[config.mk]
export PLATFORM = sky130hd
export DESIGN_NAME = grey_bcd_reader
export DESIGN_NICKNAME = d
export VERILOG_FILES = /design/src/rtl/grey_bcd_pkg.sv /design/src/rtl/grey5_dec.sv /design/src/rtl/grey_bcd_reader.sv
export SDC_FILE = /design/constraint.sdc
export NUM_CORES = 1
export LEC_CHECK = 0
export ABC_AREA = 0
export CORE_ASPECT_RATIO = 1.5
export CORE_UTILIZATION = 58
export CTS_CLUSTER_DIAMETER = 80
export DETAILED_ROUTE_END_ITERATION = 10
export GPL_ROUTABILITY_DRIVEN = 0
export PLACE_DENSITY = 0.79
export SLEW_MARGIN = 20
export SYNTH_ARGS = -nofsm -noshare
export SYNTH_HDL_FRONTEND = slang
export SYNTH_SLANG_ARGS = --single-unit
[constraint.sdc]
create_clock -name i_clk -period 5.33 [get_ports i_clk]
set_input_delay 1.066 -clock i_clk [delete_from_list [all_inputs] [get_ports i_clk]]
set_output_delay 1.066 -clock i_clk [all_outputs]
set_load 0.01 [all_outputs]
[src/rtl/grey_bcd_pkg.sv]
// Shared state type, widths and the Grey-to-binary helper for the
// three-digit Grey-coded decimal counter reader.
package grey_bcd_pkg;

  typedef enum logic [1:0] {
    ST_IDLE   = 2'd0,
    ST_SAMPLE = 2'd1,
    ST_DECODE = 2'd2,
    ST_DONE   = 2'd3
  } state_t;

  localparam int cDIGIT_W = 5;
  localparam int cVALUE_W = 10;
  localparam logic [cDIGIT_W-1:0] cDIGIT_MAX = 5'd9;

  // Each binary bit is the XOR of all Grey bits at and above its position.
  function automatic logic [cDIGIT_W-1:0] grey5_to_bin(input logic [cDIGIT_W-1:0] grey);
    logic [cDIGIT_W-1:0] bin;
    bin[cDIGIT_W-1] = grey[cDIGIT_W-1];
    for (int i = cDIGIT_W - 2; i >= 0; i--) begin
      bin[i] = bin[i+1] ^ grey[i];
    end
    return bin;
  endfunction

endpackage

[src/rtl/grey5_dec.sv]
// Combinational 5-bit Grey-to-binary converter with an out-of-range flag
// for decimal digits (anything above 9).
module grey5_dec
  import grey_bcd_pkg::*;
(
  input  logic [cDIGIT_W-1:0] grey,
  output logic [cDIGIT_W-1:0] bin,
  output logic                over
);

  // Convert and range-check one digit.
  always_comb begin
    bin  = grey5_to_bin(grey);
    over = (bin > cDIGIT_MAX);
  end

endmodule

[src/rtl/grey_bcd_reader.sv]
// Reader for a three-digit Grey-coded decimal counter: synchronizes the digit
// buses, waits for a stable snapshot, then decodes and accumulates 0..999.
module grey_bcd_reader
  import grey_bcd_pkg::*;
#(
  parameter int pSTABLE  = 2,
  parameter int pTIMEOUT = 15
) (
  input  logic                i_clk,
  input  logic                i_rst,
  input  logic                i_start,
  input  logic [cDIGIT_W-1:0] i_100,
  input  logic [cDIGIT_W-1:0] i_010,
  input  logic [cDIGIT_W-1:0] i_001,
  output logic                o_busy,
  output logic                o_valid,
  output logic [cVALUE_W-1:0] o_value,
  output logic                o_err,
  output logic [2:0]          o_digit_err
);

  localparam int cWORD_W = 3 * cDIGIT_W;
  localparam logic [3:0] cSTABLE  = 4'(pSTABLE);
  localparam logic [7:0] cTIMEOUT = 8'(pTIMEOUT);

  logic [cWORD_W-1:0]  sync1_r;
  logic [cWORD_W-1:0]  sync2_r;
  logic [cWORD_W-1:0]  sample_r;
  state_t              state_r;
  logic [3:0]          match_r;
  logic [7:0]          timeout_r;
  logic [1:0]          idx_r;
  logic [cVALUE_W-1:0] acc_r;
  logic [2:0]          derr_r;
  logic                abort_r;

  logic [3:0]          match_next_s;
  logic [7:0]          timeout_next_s;
  logic [cDIGIT_W-1:0] digit_grey_s;
  logic [cDIGIT_W-1:0] digit_bin_s;
  logic                digit_over_s;
  logic [cDIGIT_W-1:0] digit_sat_s;
  logic [cVALUE_W-1:0] acc_next_s;
  logic [2:0]          derr_next_s;

  // Free-running two-flop synchronizer for all fifteen digit bits.
  always_ff @(posedge i_clk) begin
    if (i_rst) begin
      sync1_r <= '0;
      sync2_r <= '0;
    end else begin
      sync1_r <= {i_100, i_010, i_001};
      sync2_r <= sync1_r;
    end
  end

  // Stability and timeout counters as they would be after this SAMPLE cycle.
  always_comb begin
    timeout_next_s = timeout_r + 8'd1;
    if ((sync2_r == sample_r) && (match_r != 4'd0)) begin
      match_next_s = match_r + 4'd1;
    end else begin
      match_next_s = 4'd1;
    end
  end

  // Select the digit under decode from the frozen snapshot, hundreds first.
  always_comb begin
    digit_grey_s = '0;
    case (idx_r)
      2'd2:    digit_grey_s = sample_r[3*cDIGIT_W-1:2*cDIGIT_W];
      2'd1:    digit_grey_s = sample_r[2*cDIGIT_W-1:cDIGIT_W];
      default: digit_grey_s = sample_r[cDIGIT_W-1:0];
    endcase
  end

  grey5_dec u_dec (
    .grey (digit_grey_s),
    .bin  (digit_bin_s),
    .over (digit_over_s)
  );

  // Saturate illegal digits to 9, flag them, and fold into acc*10 + digit.
  always_comb begin
    derr_next_s = derr_r;
    if (digit_over_s) begin
      digit_sat_s = cDIGIT_MAX;
      case (idx_r)
        2'd2:    derr_next_s[2] = 1'b1;
        2'd1:    derr_next_s[1] = 1'b1;
        default: derr_next_s[0] = 1'b1;
      endcase
    end else begin
      digit_sat_s = digit_bin_s;
    end
    acc_next_s = (acc_r << 3) + (acc_r << 1)
               + {{(cVALUE_W - cDIGIT_W){1'b0}}, digit_sat_s};
  end

  // Conversion FSM with registered outputs.
  always_ff @(posedge i_clk) begin
    if (i_rst) begin
      state_r     <= ST_IDLE;
      sample_r    <= '0;
      match_r     <= 4'd0;
      timeout_r   <= 8'd0;
      idx_r       <= 2'd0;
      acc_r       <= '0;
      derr_r      <= 3'd0;
      abort_r     <= 1'b0;
      o_busy      <= 1'b0;
      o_valid     <= 1'b0;
      o_value     <= '0;
      o_err       <= 1'b0;
      o_digit_err <= 3'd0;
    end else begin
      o_valid <= 1'b0;
      case (state_r)
        ST_IDLE: begin
          if (i_start) begin
            state_r   <= ST_SAMPLE;
            match_r   <= 4'd0;
            timeout_r <= 8'd0;
            idx_r     <= 2'd2;
            acc_r     <= '0;
            derr_r    <= 3'd0;
            abort_r   <= 1'b0;
            o_busy    <= 1'b1;
          end
        end
        ST_SAMPLE: begin
          timeout_r <= timeout_next_s;
          sample_r  <= sync2_r;
          match_r   <= match_next_s;
          // Stability takes priority over a coincident timeout.
          if (match_next_s == cSTABLE) begin
            state_r <= ST_DECODE;
          end else if (timeout_next_s == cTIMEOUT) begin
            state_r <= ST_DONE;
            abort_r <= 1'b1;
          end
        end
        ST_DECODE: begin
          acc_r  <= acc_next_s;
          derr_r <= derr_next_s;
          if (idx_r == 2'd0) begin
            state_r <= ST_DONE;
          end else begin
            idx_r <= idx_r - 2'd1;
          end
        end
        ST_DONE: begin
          o_valid <= 1'b1;
          o_busy  <= 1'b0;
          state_r <= ST_IDLE;
          if (abort_r) begin
            o_value     <= '0;
            o_err       <= 1'b1;
            o_digit_err <= 3'd0;
          end else begin
            o_value     <= acc_r;
            o_err       <= |derr_r;
            o_digit_err <= derr_r;
          end
        end
        default: begin
          state_r <= ST_IDLE;
          o_busy  <= 1'b0;
        end
      endcase
    end
  end

endmodule

Fig. 1: metal layers overlaid
(3 px per µm)
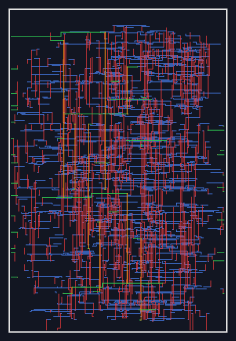
- red: M2 (wire length 4,110 µm)
- green: M3 (wire length 226 µm)
- orange: M4 (wire length 266 µm)
- blue: M1 (wire length 3,420 µm)
final wirelength: 8.021 mm
final routed wire length divided by cell count: 13.28 µm
combined global-route utilization of all metal layers: 0.2293
total vias in the final route: 3,292

Fig. 2: sequential cells grouped by signal name
(2 px per µm)
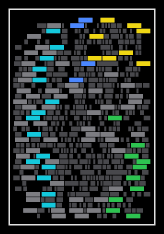
- yellow: `timeout_r` (placed flops 8)
- green: `o_value` (placed flops 10; where bottom right)
- cyan: `sync2_r` (placed flops 15)
- blue: `match_r` (placed flops 4; where top middle)
- not coloured: 54

==> notes.md <==
The full implementation flow was run.

The flow ran to the end, and the final reports show no timing, DRC or antenna violations. Along the worst path, the maximum fanout reaches 12. The wire length of the first global-routing pass stands at 13.71 mm. The arrival time at the worst endpoint stands at 5.29 ns. Ranked by instance count, the synthesized netlist is headed by 91 x sky130_fd_sc_hd__dfxtp_1, 61 x sky130_fd_sc_hd__nor2_1, 41 x sky130_fd_sc_hd__nor2b_1.

The buffer share of cell area stands at 0.06976. The data required time at the worst endpoint stands at 5.64 ns. In this run the post-CTS setup repair buffer count came out at 0. The static leakage power stands at 1.921 nW. The combined flip-flop and latch cell area stands at 1822 µm².

The proportion of cell area occupied by registers stands at 0.3734. The synthesized-area fraction occupied by ao, oa, aoi and oai cells stands at 0.1252. STA classifies the critical path startpoint as a register. Setup repair after global routing left no endpoint under its margin. Multi-input logic gates represent a cell area share of 0.4688.

For this run the aggregate overflow at the end of global routing stands at 0. In the final layout, the clock buffer count is 10. According to the finish report, the design has a final net count of 553. Among all cell types in the netlist, the one instantiated most often is sky130_fd_sc_hd__dfxtp_1. Among cell families on the critical path, the largest total delay comes from adder cells.

Counting every sink on the clock net gives 91. The worst setup path is captured at a register. The tap cell count stands at 97. The number of gates resized after CTS was 0. Setup violations remaining at the end of the flow were counted as 0. After layout, the setup clock skew is reported as 0.009645 ns. The power per cell area stands at 395.1 nW/µm². For this run, the leading register cell type out of synthesis is sky130_fd_sc_hd__dfxtp_1.

In the final report, the number of pins over their slew limit comes to 0. The inverter tally of the final layout excluding the clock network stands at 24. The sequential share of the synthesized area stands at 0.4269. Entering global routing, the biggest net connects 53 pins. The H-tree depth stands at 3.

The core occupancy in the finished layout stands at 0.6979. The share of total power dissipated in combinational logic is 0.340. In the Yosys stats the netlist draws on 45 distinct library cells. The actual transition at the worst max-transition pin stands at 0.7746 ns. For reference, the most critical setup path is categorized as reg2reg.

The vertical extent of the die stands at 107.1 µm. In this run the tool buffered the top-level ports with 33 buffer cells. The warning count from the yosys run stands at 0. The min-delay analysis places its worst path in the category reg2reg. Measured on the final layout, the clock distribution area share stands at 0.04463.

The portion of total power attributed to sequential cells stands at 0.400. Summed over all instances, the cell type with the most area after synthesis is sky130_fd_sc_hd__dfxtp_1. The via count of the first global-routing pass stands at 3,140. In this run, post-CTS hold repair placed 0 buffers.

The fmax stands at 200.7 MHz. Per the STA report, the cell with the highest stage delay on the worst path is sky130_fd_sc_hd__ha_2. For reference, the post-synthesis area per instance comes to 8.966 µm². For this run, the slowest stage of the critical path takes 0.44 ns.
through the flow:
step	setup WS, ns	hold WS, ns	instance area [µm²]	cells
2_1_floorplan	0.7428	0.4138	4268	476
3_3_place_gp	0.5362	0.4160	4654	588
3_5_place_dp	0.3254	0.4239	4654	588
4_1_cts	0.2993	0.4429	4872	604
5_1_grt	0.005097	0.4587	4878	604
6_report	0.3483	0.4382	4878	604
registers in the layout, summed over array words and instances (netlist names):
register	count
abort_r	1
sample_r	15
sync1_r	15
o_valid	1
state_r	2
idx_r	2
derr_r	3
o_digit_err	3
o_busy	1
match_r	4
acc_r	10
o_err	1
timeout_r	8
sync2_r	15
o_value	10
layer usage:
layer	vias to the layer above	wire length, µm	share of wire
met1	1539	3420	0.43
met3	20	225	0.028
met4	0	265	0.033
met2	61	4109	0.51
met5	-	0	0
li1	1672	-	-
logic make-up after synthesis:
| logic type | count (synthesis) |
|---|---|
| xor gates and xnor gates | 21 |
| DFF | 91 |
| other | 1 |
| buffers and inverters | 44 |
| adders and majority gates | 33 |
| muxes | 18 |
| AOI/OAI and AO/OA | 84 |
| and+or+nand+nor | 184 |
power by group through the flow:
stage	combinational, mW	sequential [mW]	clock (mW)
2_1_floorplan	0.481	0.775	0
3_3_place_gp	0.603	0.783	0
3_5_place_dp	0.647	0.786	0
4_1_cts	0.650	0.770	0.517
5_1_grt	0.734	0.778	0.541
6_report	0.655	0.770	0.502
final timing paths:
check                           cells after the start       start    endpoint
worst min-delay path                                1  sync1_r[3]  sync2_r[3]
worst min register to register                      1  sync1_r[3]  sync2_r[3]
worst max-delay path                               23    idx_r[0]    acc_r[9]
worst max register to register                     23    idx_r[0]    acc_r[9]
No activity file was given, so power comes from the tool's default toggle rates.
